### Signal wires by layer

Scale: 3 px per µm.
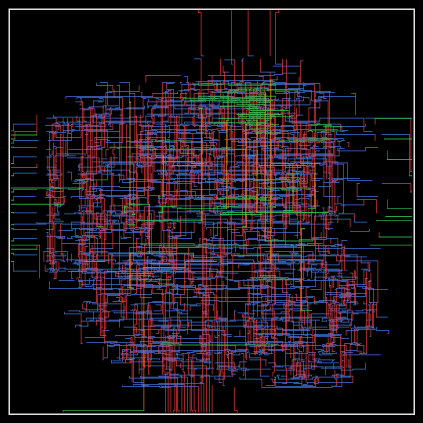
### Track usage over the die

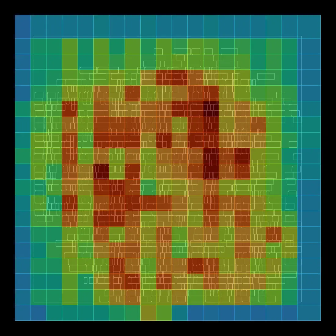
### Routed clock nets over the placement

Scale: 2 px per µm.
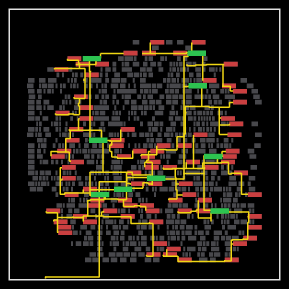
### Metal 4

Scale: 3 px per µm.
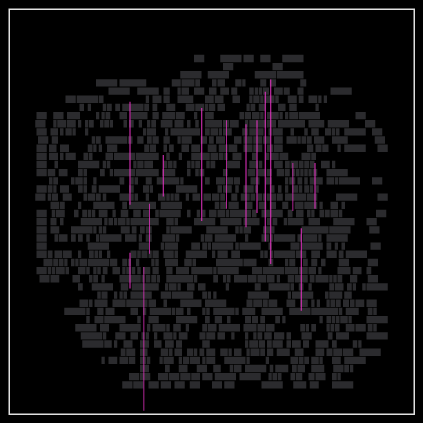
<file path="config.mk">
export PLATFORM = sky130hd
export DESIGN_NAME = q_div
export DESIGN_NICKNAME = d
export VERILOG_FILES = /design/src/rtl/q_pkg.sv /design/src/rtl/q_sat_round.sv /design/src/rtl/q_div.sv
export VERILOG_INCLUDE_DIRS = /design/src /design/src/rtl
export SDC_FILE = /design/constraint.sdc
export NUM_CORES = 1
export LEC_CHECK = 0
export ABC_CLOCK_PERIOD_IN_PS = 3800
export CORE_MARGIN = 8
export CORE_UTILIZATION = 45
export DETAILED_ROUTE_END_ITERATION = 10
export GPL_TIMING_DRIVEN = 0
export PLACE_DENSITY = 0.72
export SLEW_MARGIN = 20
export SYNTH_ARGS = -nofsm -noshare
export SYNTH_HDL_FRONTEND = slang
export SYNTH_SLANG_ARGS = --single-unit
</file>
<file path="constraint.sdc">
create_clock -name clk -period 3.8 [get_ports clk]
set_input_delay 0.57 -clock clk [delete_from_list [all_inputs] [get_ports clk]]
set_output_delay 0.57 -clock clk [all_outputs]
set_load 0.1 [all_outputs]
</file>
<file path="src/rtl/include.vh">
// Shared fixed-point format definitions for the arithmetic datapath.
// FIXED_WIDTH : total word width (two's complement)
// FRAC_BITS   : fractional bits in the Qm.n format
// FIXED_MAX   : most positive representable value
// FIXED_MIN   : most negative representable value
`ifndef Q_INCLUDE_VH
`define Q_INCLUDE_VH
`define FIXED_WIDTH 16
`define FRAC_BITS 8
`define FIXED_MAX ({1'b0, {(`FIXED_WIDTH-1){1'b1}}})
`define FIXED_MIN ({1'b1, {(`FIXED_WIDTH-1){1'b0}}})
`endif

</file>
<file path="src/rtl/q_pkg.sv">
// q_pkg: shared types and constants for the fixed-point blocks.
//   q_div_state_t : divider FSM states (IDLE/DIV/FIX/DONE)
//   DIV_ITERS     : quotient bits produced by the divider, including one
//                   guard bit used for rounding
// Width and saturation constants come from include.vh.
`include "include.vh"

package q_pkg;

    localparam int unsigned DIV_ITERS = `FIXED_WIDTH + `FRAC_BITS + 1;

    typedef enum logic [1:0] {
        IDLE = 2'd0,
        DIV  = 2'd1,
        FIX  = 2'd2,
        DONE = 2'd3
    } q_div_state_t;

endpackage

</file>
<file path="src/rtl/q_sat_round.sv">
// q_sat_round: combinational round-half-away-from-zero and saturation of an
// unsigned magnitude that carries one guard bit below the result LSB.
// Ports:
//   mag_ext (in,  MAG_W) : magnitude with guard bit in bit 0
//   sign    (in,  1)     : 1 if the result is negative
//   result  (out, OUT_W) : rounded, saturated two's-complement value
//   sat     (out, 1)     : result was clamped to the positive/negative limit
`include "include.vh"

module q_sat_round
    import q_pkg::*;
#(
    parameter int unsigned MAG_W = DIV_ITERS,
    parameter int unsigned OUT_W = `FIXED_WIDTH
) (
    input  logic [MAG_W-1:0]        mag_ext,
    input  logic                    sign,
    output logic signed [OUT_W-1:0] result,
    output logic                    sat
);

    // Largest magnitudes that still fit for each sign: 2^(W-1)-1 and 2^(W-1).
    localparam logic [MAG_W-1:0] POS_LIM = {{(MAG_W-OUT_W+1){1'b0}}, {(OUT_W-1){1'b1}}};
    localparam logic [MAG_W-1:0] NEG_LIM = {{(MAG_W-OUT_W){1'b0}}, 1'b1, {(OUT_W-1){1'b0}}};
    localparam logic [OUT_W-1:0] OUT_MAX = {1'b0, {(OUT_W-1){1'b1}}};
    localparam logic [OUT_W-1:0] OUT_MIN = {1'b1, {(OUT_W-1){1'b0}}};

    logic [MAG_W-1:0] rounded;

    always_comb begin
        // (q + 1) >> 1 written as (q >> 1) + guard, which cannot carry out.
        rounded = (mag_ext >> 1) + {{(MAG_W-1){1'b0}}, mag_ext[0]};
        sat     = 1'b0;
        result  = '0;
        if (!sign) begin
            if (rounded > POS_LIM) begin
                sat    = 1'b1;
                result = OUT_MAX;
            end else begin
                result = rounded[OUT_W-1:0];
            end
        end else begin
            if (rounded > NEG_LIM) begin
                sat    = 1'b1;
                result = OUT_MIN;
            end else begin
                // A magnitude of exactly 2^(W-1) negates to FIXED_MIN.
                result = '0 - rounded[OUT_W-1:0];
            end
        end
    end

endmodule

</file>
<file path="src/rtl/q_div.sv">
// q_div: sequential signed fixed-point divider, result = round(a / b) in the
// shared FIXED_WIDTH/FRAC_BITS format. Radix-2 restoring division on
// magnitudes, then sign fix-up, rounding and saturation.
// Ports:
//   clk, rst          : clock, synchronous active-high reset
//   in_valid/in_ready : operand handshake (a dividend, b divisor)
//   out_valid/out_ready : result handshake
//   result            : rounded, saturated quotient
//   overflow          : quotient saturated with a non-zero divisor
//   div_by_zero       : divisor was zero
// Configuration macro: Q_DIV_ZERO_BYPASS_EN -- when defined, a zero divisor
// skips the DIV iterations and goes straight to FIX (same result and flags).
`include "include.vh"

module q_div
    import q_pkg::*;
(
    input  logic                           clk,
    input  logic                           rst,
    input  logic                           in_valid,
    output logic                           in_ready,
    input  logic signed [`FIXED_WIDTH-1:0] a,
    input  logic signed [`FIXED_WIDTH-1:0] b,
    output logic                           out_valid,
    input  logic                           out_ready,
    output logic signed [`FIXED_WIDTH-1:0] result,
    output logic                           overflow,
    output logic                           div_by_zero
);

    localparam int unsigned W  = `FIXED_WIDTH;
    localparam int unsigned F  = `FRAC_BITS;
    localparam int unsigned N  = DIV_ITERS;
    localparam int unsigned CW = $clog2(N + 1);
    localparam logic [CW-1:0] CNT_LAST = CW'(N - 1);
    localparam logic [CW-1:0] CNT_ONE  = CW'(1);
    localparam logic [W-1:0]  Q_MAX    = `FIXED_MAX;
    localparam logic [W-1:0]  Q_MIN    = `FIXED_MIN;

    q_div_state_t state_q, state_d;
    logic [CW-1:0] cnt_q, cnt_d;
    logic [W:0]    rem_q, rem_d;
    logic [N-1:0]  dvd_q, dvd_d;   // dividend in, quotient (with guard bit) out
    logic [W-1:0]  babs_q, babs_d;
    logic          sign_q, sign_d;
    logic          zero_q, zero_d;
    logic [W-1:0]  result_q, result_d;
    logic          overflow_q, overflow_d;
    logic          dbz_q, dbz_d;
    logic          out_valid_q, out_valid_d;

    logic [W-1:0]  a_abs, b_abs;
    logic [W:0]    rem_sh;
    logic          rem_ge;
    logic signed [W-1:0] sr_result;
    logic          sr_sat;

    q_sat_round #(
        .MAG_W (N),
        .OUT_W (W)
    ) u_sat_round (
        .mag_ext (dvd_q),
        .sign    (sign_q),
        .result  (sr_result),
        .sat     (sr_sat)
    );

    always_comb begin
        state_d     = state_q;
        cnt_d       = cnt_q;
        rem_d       = rem_q;
        dvd_d       = dvd_q;
        babs_d      = babs_q;
        sign_d      = sign_q;
        zero_d      = zero_q;
        result_d    = result_q;
        overflow_d  = overflow_q;
        dbz_d       = dbz_q;
        out_valid_d = out_valid_q;

        // |FIXED_MIN| = 2^(W-1) fits as an unsigned W-bit magnitude.
        a_abs  = a[W-1] ? ('0 - a) : a;
        b_abs  = b[W-1] ? ('0 - b) : b;
        rem_sh = (rem_q << 1) | {{W{1'b0}}, dvd_q[N-1]};
        rem_ge = (rem_sh >= {1'b0, babs_q});

        case (state_q)
            IDLE: begin
                if (in_valid) begin
                    sign_d = a[W-1] ^ b[W-1];
                    babs_d = b_abs;
                    zero_d = (b == '0);
                    dvd_d  = {a_abs, {(F+1){1'b0}}};
                    rem_d  = '0;
                    cnt_d  = '0;
`ifdef Q_DIV_ZERO_BYPASS_EN
                    state_d = (b == '0) ? FIX : DIV;
`else
                    state_d = DIV;
`endif
                end
            end
            DIV: begin
                rem_d = rem_ge ? (rem_sh - {1'b0, babs_q}) : rem_sh;
                dvd_d = {dvd_q[N-2:0], rem_ge};
                cnt_d = cnt_q + CNT_ONE;
                if (cnt_q == CNT_LAST) begin
                    state_d = FIX;
                end
            end
            FIX: begin
                if (zero_q) begin
                    // b == 0, so sign_q is just the sign of a.
                    result_d   = sign_q ? Q_MIN : Q_MAX;
                    overflow_d = 1'b0;
                    dbz_d      = 1'b1;
                end else begin
                    result_d   = sr_result;
                    overflow_d = sr_sat;
                    dbz_d      = 1'b0;
                end
                out_valid_d = 1'b1;
                state_d     = DONE;
            end
            DONE: begin
                if (out_ready) begin
                    out_valid_d = 1'b0;
                    state_d     = IDLE;
                end
            end
            default: state_d = IDLE;
        endcase
    end

    always_ff @(posedge clk) begin
        if (rst) begin
            state_q     <= IDLE;
            cnt_q       <= '0;
            rem_q       <= '0;
            dvd_q       <= '0;
            babs_q      <= '0;
            sign_q      <= 1'b0;
            zero_q      <= 1'b0;
            result_q    <= '0;
            overflow_q  <= 1'b0;
            dbz_q       <= 1'b0;
            out_valid_q <= 1'b0;
        end else begin
            state_q     <= state_d;
            cnt_q       <= cnt_d;
            rem_q       <= rem_d;
            dvd_q       <= dvd_d;
            babs_q      <= babs_d;
            sign_q      <= sign_d;
            zero_q      <= zero_d;
            result_q    <= result_d;
            overflow_q  <= overflow_d;
            dbz_q       <= dbz_d;
            out_valid_q <= out_valid_d;
        end
    end

    assign in_ready    = (state_q == IDLE);
    assign out_valid   = out_valid_q;
    assign result      = result_q;
    assign overflow    = overflow_q;
    assign div_by_zero = dbz_q;

endmodule
</file>
==> results.toml <==
# yosys + openroad results
[layout]
fin_area_mm2 = 0.00740
insertedDiodeCount = 0
nets = 952
synthToLayoutAreaGrowth_pct = 17.1
drive_above_1_share = 0.0695

[clock_network]
cts_tree = "yes"
numCtsBuffers = 9
cts_sinks = 85
clk_pin_slew_worst_paths_ps = 70
hold_buffers = 0
cts.htree.levels = 3

[worst_setup_path]
path_class = "register to register"
rrSetupSlack_ps = 120
crit_slowest_cell = "or4_4"
cpMostUsedCell = "ha_2"
critPathRequiredTime_ps = 4080
path_cells = "ha_2, ha_2, inv_1, ha_1, or4b_1, o31ai_2, o31a_2, and3_1, a41oi_2, or2_4, or4_4, o2bb2ai_2"
ff2ff_path_depth = 12
endpoint_kind = "register"
cp_num_buf_inv = 1
critPathMaxStageDelay_ps = 530
cp_top_family = "simple AND/OR/NAND/NOR gates"
path_max_fanout = 9
cp-start-kind = "register"
cp.depth = 12
critical_path_arrival_ps = 3960

[synthesis]
yosys_warnings = 0
top_cells_by_count = "nand2_1, dfxtp_1, nor2_1, a21oi_1"
synth.largest_area_cell = "dfxtp_1"
syn_avg_cell_area_um2 = 7.70
syn_nets = 885
ys_cells = 820
ys_types = 83
synthTopCellsByArea = "dfxtp_1, nand2_1, ha_1, nor2_1, xor2_1"
synthCells = 820
synthFlopType = "dfxtp_1"
syn_area_mm2 = 0.00632
yosysSeqAreaShare = 0.269
synth_flops = 85
synth-edff-count = 0
ys_chip_area_mm2 = 0.00632

[hold_path]
hold_depth = 2
hold_path_class = "register to register"

[global_route]
antenna_found_initial = 0
overflow = 0
grt_max_degree = 15
grt_usage = 0.199
grt_pass1_vias = 5603
grt_pass1_wl_um = 29200

[timing]
period_needed_ps = 3680
relSlewSlack = 0.314
tightest_slew_ps = 1030
finalMaxSlewViolations = 0
hold_viol = 0
period_used_share = 0.968
finalSetupViolations = 0

[pwr]
power.total_mw = 6.03
power_density_mw_per_mm2 = 815
ir_worst_vdd_mv = 0.529
p_leak_nw = 2.81

[routing]
vias_per_cell = 5.82
drtAntennaViolNets = 0
first_pass_iters = 5
routed_wl_um = 18000
drt-initial-drc-count = 539
vias = 6244

[floorplanning]
core_mm2 = 0.0138
dieWidth_um = 134
initCoreUtil = 0.459
fp.dieH_um = 134
chip_area_mm2 = 0.0181

[run]
warnings = 31
drv_cap = 0

[placement]
gp_congestion = 0.929
placed_area_mm2 = 0.00709
dp_hpwl_um = 13700
port-buffer-count = 55

[outcome]
status = "finished, final reports clean"
Back to the opening pictures, 'Signal wires by layer':
- blue: metal 1 (wire length 8450 µm)
- red: metal 2 (wire length 7800 µm)
- green: metal 3 (wire length 1300 µm)
- orange: metal 4 (wire length 423 µm)

Back to the opening pictures, 'Track usage over the die':
GR Util met3: 0.0345
drt wl/cell: 16.8 µm

Back to the opening pictures, 'Routed clock nets over the placement':
- yellow: clock wires (length 1250 µm)
- green: clock drivers (count 9)
- red: flip-flops (count 85)
- flops lie: spread over the die
Late-Pin Clk Latency: 350 ps
P_clk: 0.848 mW
clock power share: 0.141
Clock Skews: 7.35 ps

Back to the opening pictures, 'Metal 4':
- longest straight run: 61.2 µm
- wire length on this layer: 423 µm
- share of all routed wire: 2.4%

[repair_timing]
| action | in CTS | in global routing |
|---|---|---|
| pin swaps | 0 | 1 |
| gates resized | 1 | 3 |
| hold endpoints to repair | 0 | 0 |
| setup buffers | 0 | 2 |
| endpoints found under the setup margin | 1 | 12 |
| gates cloned | 0 | 0 |
[area by class of cell]
type / instances / area (µm²)
buffer: 50 / 221
clock buffer: 11 / 243
clock inverter: 5 / 35.0
fill: 1350 / 6380
inverter: 42 / 158
multi-input combinational: 642 / 4250
sequential: 85 / 1700
tap: 180 / 225
timing repair buffer: 57 / 566
[power breakdown]
group | leakage [nW] | switching, mW | internal (mW)
clock network | 0.136 | 0.386 | 0.463
registers | 0.693 | 0.195 | 1.13
logic | 1.98 | 2.45 | 1.40
total | 2.81 | 3.03 | 3.00
[placed cells by master, fill, tap and decap left out, types with 9 or more instances in the layout]
master / n
nor3_1: 14
xor2_1: 34
nand3_1: 19
nor2b_1: 10
inv_1: 40
o21ai_0: 40
clkbuf_16: 9
clkbuf_1: 32
a22oi_1: 11
a21oi_1: 44
mux2i_1: 22
nand4_1: 12
xnor2_1: 31
nor4_1: 10
nand2_1: 101
dfxtp_1: 85
a211oi_1: 27
o31ai_1: 17
clkdlybuf4s50_1: 55
or3_1: 9
ha_1: 26
nor2_1: 85
buf_2: 12
[registers in the layout, summed over array words and instances, names as in the netlist]
name and flops:
dvd_q 25, babs_q 16, rem_q 16, result 16, cnt_q 5, state_q 2
div_by_zero 1, out_valid 1, overflow 1, sign_q 1, zero_q 1
[worst min-delay path, stage by stage, from the launching register on]
cell     delay [ps]
dfxtp_1         320
nand2_1          50
o31ai_1          50
[layer usage]
metal | GRT usage | routed length [µm]
met5 | 0 | 0
met4 | 0.0736 | 422
met3 | 0.0345 | 1300
met2 | 0.302 | 7800
met1 | 0.277 | 8450
[stage by stage]
| stage | hold WS (ps) | TNS, ps | utilization | cells | worst slack (ps) |
|---|---|---|---|---|---|
| 6_report | 466 | 0 | 0.537 | 1072 | 121 |
| 5_1_grt | 490 | -4.51 | 0.537 | 1072 | -4.51 |
| 4_1_cts | 465 | 0 | 0.536 | 1071 | 60.0 |
| 3_5_place_dp | 458 | 0 | 0.515 | 1055 | 8.06 |
| 3_3_place_gp | 452 | 0 | 0.515 | 1055 | 59.8 |
| 2_1_floorplan | 426 | 0 | - | 820 | 585 |
[worst paths after layout]
check / from / endpoint
worst max-delay path: dvd_q[0] / result[10]
worst min-delay path: rem_q[15] / rem_q[15]
worst max register to register: dvd_q[0] / result[10]
worst min register to register: rem_q[15] / rem_q[15]
[cells by family (layout without fill, tap and decap cells)]
family / after synthesis / in the layout / synth area share
AND/OR/NAND/NOR: 304 / 304 / 0.236
adder cells (fa/ha/maj): 29 / 29 / 0.0586
multiplexers: 23 / 23 / 0.0366
flip-flops: 85 / 85 / 0.269
AND-OR/OR-AND: 220 / 220 / 0.246
XOR/XNOR: 66 / 66 / 0.0927
buffers and inverters: 93 / 165 / 0.0606
Power figures rest on the tool's default switching activity, not on a simulated workload.
